Run 1, the metal 4 layer:
Drawn at 1.5 px/µm.
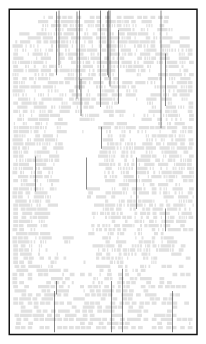
Run 1, routing congestion:
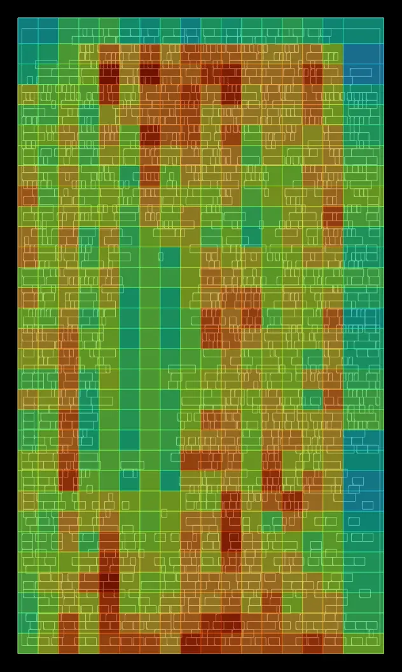
Run 1, metal 3:
Drawn at 1.5 px/µm.
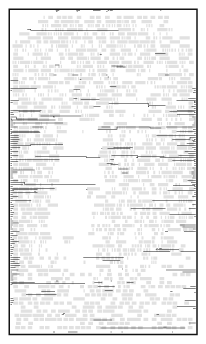
===== config.mk =====
export PLATFORM = sky130hd
export DESIGN_NAME = sr_readback
export DESIGN_NICKNAME = d
export VERILOG_FILES = /design/src/rtl/sr_readback.sv
export SDC_FILE = /design/constraint.sdc
export NUM_CORES = 1
export LEC_CHECK = 0
export CORE_ASPECT_RATIO = 1.75
export CORE_UTILIZATION = 36
export DETAILED_ROUTE_END_ITERATION = 8
export MAX_ROUTING_LAYER = met4
export PLACE_DENSITY = 0.69
export SYNTH_ARGS = -nofsm -noshare
export SYNTH_HDL_FRONTEND = slang
export SYNTH_SLANG_ARGS = --single-unit

===== constraint.sdc =====
create_clock -name clk -period 4.95 [get_ports clk]
set_clock_uncertainty 0.15 [all_clocks]
set_input_delay 1.485 -clock clk [delete_from_list [all_inputs] [get_ports clk]]
set_output_delay 1.485 -clock clk [all_outputs]
set_load 0.02 [all_outputs]

===== src/rtl/sr_readback.sv =====
// Deserializes the chip shift-register readback and compares it bit-by-bit against the written word.
// Optional build macro SR_READBACK_FIRST_ERR_EN enables first-mismatch index tracking.
module sr_readback #(
  parameter int WIDTH   = 170,
  parameter int CNT_W   = 8,
  parameter int TIMEOUT = 1024
) (
  input  logic             clk,
  input  logic             rst,
  input  logic             start,
  input  logic             bit_valid,
  input  logic             dout_sr,
  input  logic [WIDTH-1:0] din,
  output logic [WIDTH-1:0] dout,
  output logic [CNT_W-1:0] count,
  output logic [CNT_W-1:0] err_cnt,
  output logic [CNT_W-1:0] first_err,
  output logic             busy,
  output logic             done,
  output logic             match,
  output logic             timeout
);

  localparam int IDLE_W = $clog2(TIMEOUT + 1);

  typedef enum logic [1:0] {S_IDLE, S_CAPTURE, S_DONE} state_t;

  state_t             state_q, state_d;
  logic [WIDTH-1:0]   dout_q, dout_d;
  logic [CNT_W-1:0]   count_q, count_d;
  logic [CNT_W-1:0]   err_q, err_d;
  logic [IDLE_W-1:0]  idle_q, idle_d;
  logic               busy_q, done_q, match_q, match_d, timeout_q, timeout_d;
  logic [CNT_W-1:0]   bit_idx;
  logic               mismatch;
`ifdef SR_READBACK_FIRST_ERR_EN
  logic [CNT_W-1:0]   ferr_q, ferr_d;
`endif

  always_comb begin
    state_d   = state_q;
    dout_d    = dout_q;
    count_d   = count_q;
    err_d     = err_q;
    idle_d    = idle_q;
    match_d   = match_q;
    timeout_d = timeout_q;
`ifdef SR_READBACK_FIRST_ERR_EN
    ferr_d    = ferr_q;
`endif
    // Bits arrive MSB first, so send index n lines up with din[WIDTH-1-n].
    bit_idx  = CNT_W'(WIDTH - 1) - count_q;
    mismatch = dout_sr ^ din[bit_idx];

    if (start) begin
      // A start in any state restarts cleanly; a coincident bit is dropped.
      state_d   = S_CAPTURE;
      dout_d    = '0;
      count_d   = '0;
      err_d     = '0;
      idle_d    = '0;
      match_d   = 1'b0;
      timeout_d = 1'b0;
`ifdef SR_READBACK_FIRST_ERR_EN
      ferr_d    = '1;
`endif
    end else begin
      case (state_q)
        S_CAPTURE: begin
          if (bit_valid) begin
            dout_d  = {dout_q[WIDTH-2:0], dout_sr};
            count_d = count_q + 1'b1;
            idle_d  = '0;
            if (mismatch) begin
              err_d = err_q + 1'b1;
`ifdef SR_READBACK_FIRST_ERR_EN
              if (err_q == '0) ferr_d = count_q;
`endif
            end
            if (count_d == CNT_W'(WIDTH)) state_d = S_DONE;
          end else begin
            idle_d = idle_q + 1'b1;
            if (idle_d == IDLE_W'(TIMEOUT)) begin
              state_d   = S_DONE;
              timeout_d = 1'b1;
            end
          end
        end
        S_DONE:  state_d = S_IDLE;
        default: state_d = S_IDLE;
      endcase
    end

    // Verdict is latched on the way into DONE so it is visible alongside the done pulse.
    if (state_d == S_DONE)
      match_d = (count_d == CNT_W'(WIDTH)) && (err_d == '0);
  end

  always_ff @(posedge clk) begin
    if (rst) begin
      state_q   <= S_IDLE;
      dout_q    <= '0;
      count_q   <= '0;
      err_q     <= '0;
      idle_q    <= '0;
      busy_q    <= 1'b0;
      done_q    <= 1'b0;
      match_q   <= 1'b0;
      timeout_q <= 1'b0;
`ifdef SR_READBACK_FIRST_ERR_EN
      ferr_q    <= '1;
`endif
    end else begin
      state_q   <= state_d;
      dout_q    <= dout_d;
      count_q   <= count_d;
      err_q     <= err_d;
      idle_q    <= idle_d;
      busy_q    <= (state_d == S_CAPTURE);
      done_q    <= (state_d == S_DONE);
      match_q   <= match_d;
      timeout_q <= timeout_d;
`ifdef SR_READBACK_FIRST_ERR_EN
      ferr_q    <= ferr_d;
`endif
    end
  end

  assign dout    = dout_q;
  assign count   = count_q;
  assign err_cnt = err_q;
  assign busy    = busy_q;
  assign done    = done_q;
  assign match   = match_q;
  assign timeout = timeout_q;
`ifdef SR_READBACK_FIRST_ERR_EN
  assign first_err = ferr_q;
`else
  assign first_err = '1;
`endif

endmodule


==> results_slide.txt, run 1 <==
Synthesis and Place & Route Summary

Status
  • Status: completed

Flow run
  • Tool warning count: 32
  • Max cap viols: 0

Cells and area
  • Most numerous logic cells after layout: nand2_1 (369), clkdlybuf4s50_1 (364), dfxtp_1 (201), a21oi_1 (194), nor2_1 (56)
  • # fillers: 2,362
  • Comb area share: 35.73%
  • Registers: 203
  • Comb gates: 857
  • Nets@finish: 1,650
  • Leading cell kind: combinational gates
  • Layout cells sized above 1: 6.149%
  • Commonest Layout Cell: nand2_1
  • Post-route cell area: 13,830 µm²
  • Final cell count without fillers: 1,796
  • Clock-cell share: 4.443%
  • NonClk Buf Share: 27.35%
  • Flop share of the area: 29.41%
  • Area growth syn-to-layout: 47.09%
  • Max reg flops: 170
  • Inverter count: 8
  • Comb. cell area: 4940 µm²
  • Non-CTS buffers: 379
  • Storage element area: 4066 µm²
  • # clk buffers: 29

Route
  • # DRC: 0
  • Antenna Violating Nets Remaining: 0
  • WL per Instance: 16.58 µm
  • Uppermost layer routed: met4
  • Via density: 5.124
  • Met2 WL: 15,270 µm
  • Routed wl met3: 1756 µm
  • DR iter-0 viols: 460
  • Met1 wire length: 11,930 µm
  • DRT Pass-1 Iters: 4

Timing
  • Max Freq: 0.2377 GHz
  • Slew margin rel.: 46.02%
  • Max Slew Vio Count: 0
  • Final TNS setup: 0 ns
  • Hold Vio Cnt, Final: 0
  • Final number of setup-violating endpoints: 0
  • Period utilization: 84.98%
  • Worst hold slack: 0.3088 ns
  • Worst-margin pin slew: 0.8097 ns
  • Unrepaired setup endpoints after global routing: false
  • Tmin final: 4.206 ns
  • Final WS setup: 0.7436 ns

Placed design
  • Hpwl dp: 21,560 µm
  • Placed cell area: 13,210 µm²
  • Dpl cells: 1,763
  • Port bufs: 364
  • GPL Wtd Cong: 0.9232
  • Pre-CTS WS: 0.2807 ns

Yosys
  • Top comb family, area: simple AND/OR/NAND/NOR gates
  • Dominant cell area share: 43.23%
  • YS chip area: 9400 µm²
  • Flip-flops with a built-in enable: 0
  • Distinct lib cells used: 56
  • Yosys cell count: 1,154
  • Seq share, synth: 43.23%
  • Main synth FF type: dfxtp_1
  • Yosys xor share: 2.955%
  • Post-Synth Simple-Gate Area: 22.41%
  • Post-synth mux share: 11.77%
  • Asr flop ratio synth: 0%
  • Synthesized instance count: 1,154
  • YS warnings: 0
  • Adder Area Share: 0.7986%
  • Most numerous cell in the Yosys netlist: nand2_1
  • Syn Area/Cell: 8.146 µm²
  • Dominant cell type by area after synthesis: dfxtp_1

CTS
  • Clock Pin Slew Worst Setup and Hold Paths: 0.07 ns
  • Clk_lat worst skew: 0.49 ns
  • Clock Tree Root: clkbuf_16
  • Post-CTS setup buffers: 0
  • PostCTS Resize Cnt: 0
  • Clk buf depth: 3
  • Hold_buf cts: 0
  • H-tree depth: 1
  • CTS tree: yes
  • CTS Buf Count: 20
  • Clock tree sinks: 203

GRT
  • Largest net degree at the start of global routing: 171
  • Global-route usage over all layers: 22.55%
  • Initial antenna violation count: 0
  • First-pass GRT wire length: 46,950 µm
  • Gr ovfl total: 0
  • Busiest grt layer: met2

Power
  • Net Switching: 0.7807 mW
  • Power per cell area: 248.4 nW/µm²
  • Total power: 3.435 mW
  • Switching portion of total power: 22.73%
  • Comb. pwr: 0.339 mW
  • Leakage Power: 4.475 nW
  • Worst IR Drop VDD: 229.9 µV
  • Clock Power Share: 42.4%
  • Clk power: 1.46 mW
  • Sequential share of power: 47.7%
  • Top power group: registers
  • Comb power frac: 9.9%
  • Sequential Power: 1.64 mW
  • Int Power: 2.654 mW

Setup path
  • Cell mode on critical path: mux4_2
  • CP Class: in -> reg
  • Worst setup path endpoint: match
  • Worst path max stage delay: 0.49 ns
  • FF-to-FF End: match
  • Cells along the critical path: clkdlybuf4s50_1 > mux4_2 > mux4_2 > or2_2 > o2111ai_1 > o21a_1 > nand3_1 > a2111oi_2 > o22ai_1 > o31ai_1
  • WP buf/inv: 1
  • Worst Path Arrival: 4.46 ns
  • CP Capture Type: flip-flop
  • Crit path depth: 10
  • Startpoint Class: primary input
  • Worst EP required: 5.21 ns
  • CP top delay family: AND-OR/OR-AND gates
  • Worst r2r src: count[1]
  • Reg2reg path depth: 11
  • Worst path slowest cell: mux4_2
  • Worst-path maximum fanout: 5

Min path
  • Hold Path Stages: 2
  • Worst Hold Launch: dout[169]

Floorplanning
  • Die Ht: 215.8 µm
  • I/O pins: 373
  • Num rows: 77
  • Die area: 26,790 µm²
  • Well Taps: 316
  • Die X: 124.2 µm
-- 'the metal 4 layer' (at the start) --
The layer holds 2.8% of the routed length. The layer carries 822 µm of wire. The longest straight run is 78.2 µm. 17 nets have wire on it.

-- 'routing congestion' (at the start) --
met3 GRT Util: 3.700%
M2 GR Usage: 38.62%
M1 GR Usage: 26.67%
Final Core Density: 54.36%

-- 'metal 3' (at the start) --
The longest straight run is 58.4 µm. The layer holds 5.9% of the routed length. The wires run mostly horizontal. The layer carries 1,760 µm of wire.
routed vias: 9,203
DRT Wirelength: 29,780 µm

Run 1, signal wires on met2:
Drawn at 3 px/µm.
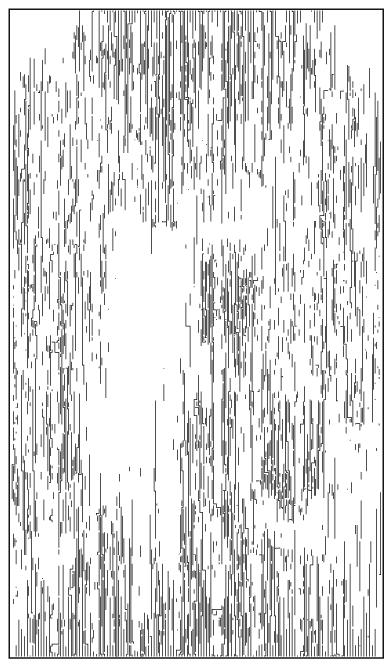

==> run 1 -> run 2 <==
==> constraint.sdc (replaced) <==
create_clock -name clk -period 4 [get_ports clk]
set_clock_uncertainty 0.15 [all_clocks]
set_input_delay 1.2 -clock clk [delete_from_list [all_inputs] [get_ports clk]]
set_output_delay 1.2 -clock clk [all_outputs]
set_load 0.02 [all_outputs]
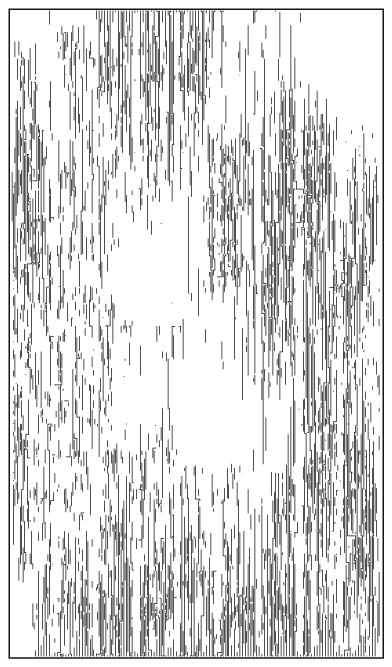
Run 2: signal wires on met2
Drawn at 3 px/µm.
The layer holds 51% of the routed length. The layer carries 16,400 µm of wire. 1,409 nets have wire on it. The longest straight run is 61.5 µm. The wires run mostly vertical.

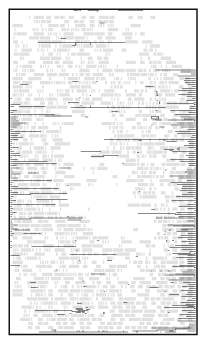
Run 2: metal 3
Drawn at 1.5 px/µm.
The layer holds 7.5% of the routed length. 256 nets have wire on it. The layer carries 2,390 µm of wire. The longest straight run is 63.0 µm. The wires run mostly horizontal.

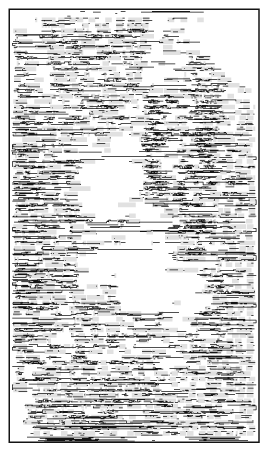
Run 2: metal 1
Drawn at 2 px/µm.
The wires run mostly horizontal. The layer carries 11,700 µm of wire. The layer holds 36% of the routed length. 1,449 nets have wire on it. The longest straight run is 58.0 µm.

==> results_slide.txt, run 2 <==
Synthesis and Place & Route Summary

Yosys
  • Synthesized instance count: 1,154
  • Dominant cell type by area after synthesis: dfxtp_1
  • YS warnings: 0
  • Most numerous cell in the Yosys netlist: nand2_1
  • Distinct lib cells used: 56
  • Top comb family, area: simple AND/OR/NAND/NOR gates
  • YS chip area: 9400 µm²
  • Asr flop ratio synth: 0%
  • Flip-flops with a built-in enable: 0
  • Main synth FF type: dfxtp_1
  • Syn Area/Cell: 8.146 µm²
  • Adder Area Share: 0.7986%
  • Post-synth mux share: 11.77%
  • Dominant cell area share: 43.23%

GRT
  • Gr ovfl total: 0
  • First-pass GRT wire length: 47,730 µm
  • Global-route usage over all layers: 23.61%
  • Largest net degree at the start of global routing: 174
  • Initial antenna violation count: 1
  • Busiest grt layer: met2
  • Met3 GRT Util: 4.440%
  • M2 GR Usage: 41.82%
  • M1 GR Usage: 24.40%

Route
  • DR iter-0 viols: 496
  • DRT Wirelength: 32,020 µm
  • # DRC: 0
  • DRT Pass-1 Iters: 6
  • Routed wl met3: 2393 µm
  • WL per Instance: 17.64 µm
  • Met2 WL: 16,380 µm
  • Met1 wire length: 11,680 µm
  • Antenna Violating Nets Remaining: 0
  • Routed vias: 9,426
  • Uppermost layer routed: met4

Setup path
  • CP Capture Type: flip-flop
  • Worst EP required: 4.27 ns
  • Worst Path Arrival: 4.21 ns
  • FF-to-FF End: match
  • Crit path depth: 10
  • CP Class: in -> reg
  • Cell mode on critical path: mux4_2
  • Worst r2r src: count[2]
  • WP buf/inv: 1
  • CP top delay family: AND-OR/OR-AND gates
  • Worst-path maximum fanout: 5
  • Worst setup path endpoint: match
  • Startpoint Class: primary input
  • Worst path slowest cell: mux4_2
  • Worst path max stage delay: 0.53 ns
  • Cells along the critical path: clkdlybuf4s50_1 > mux4_2 > mux4_2 > or2_2 > o2111ai_1 > o21a_2 > nand3_1 > a2111oi_2 > o22ai_1 > o31ai_1
  • Reg2reg path depth: 13

Placed design
  • GPL Wtd Cong: 0.8853
  • Hpwl dp: 23,210 µm
  • Pre-CTS WS: -0.5220 ns
  • Dpl cells: 1,779
  • Port bufs: 364
  • Placed cell area: 13,390 µm²

Cells and area
  • Clock-cell share: 4.641%
  • Comb. cell area: 4943 µm²
  • Area growth syn-to-layout: 49.41%
  • Comb area share: 35.20%
  • Layout cells sized above 1: 7.744%
  • # fillers: 2,362
  • Inverter count: 8
  • # clk buffers: 28
  • Storage element area: 4069 µm²
  • Comb gates: 857
  • Non-CTS buffers: 395
  • Most numerous logic cells after layout: nand2_1 (369), clkdlybuf4s50_1 (364), dfxtp_1 (201), a21oi_1 (194), nor2_1 (56)
  • Commonest Layout Cell: nand2_1
  • Post-route cell area: 14,040 µm²
  • Flop share of the area: 28.97%
  • Max reg flops: 170
  • NonClk Buf Share: 28.13%
  • Leading cell kind: combinational gates
  • Registers: 203

Timing
  • Unrepaired setup endpoints after global routing: false
  • Worst-margin pin slew: 0.7705 ns
  • Final TNS setup: 0 ns
  • Final WS setup: 0.06447 ns
  • Tmin final: 3.936 ns
  • Max Freq: 0.2541 GHz
  • Max Slew Vio Count: 0
  • Slew margin rel.: 48.63%
  • Period utilization: 98.39%
  • Hold Vio Cnt, Final: 0

CTS
  • PostCTS Resize Cnt: 0
  • Hold_buf cts: 0
  • Clock Pin Slew Worst Setup and Hold Paths: 0.06 ns
  • Clk_lat worst skew: 0.51 ns
  • H-tree depth: 1
  • Clk buf depth: 3
  • CTS tree: yes
  • Clock Tree Root: clkbuf_16
  • CTS Buf Count: 20

Floorplanning
  • Die X: 124.2 µm
  • Well Taps: 316
  • Die Ht: 215.8 µm
  • Die area: 26,790 µm²

Power
  • Top power group: registers
  • Clk power: 1.87 mW
  • Leakage Power: 4.602 nW
  • Total power: 4.326 mW
  • Comb. pwr: 0.432 mW
  • Clock Power Share: 43.2%
  • Power per cell area: 308.0 nW/µm²
  • Switching portion of total power: 22.76%
  • Net Switching: 0.9846 mW
  • Worst IR Drop VDD: 389.1 µV
  • Sequential share of power: 46.9%

Flow run
  • Tool warning count: 34

Status
  • Status: completed

Min path
  • Hold Path Stages: 2
Power is estimated from default activity; no workload was simulated.
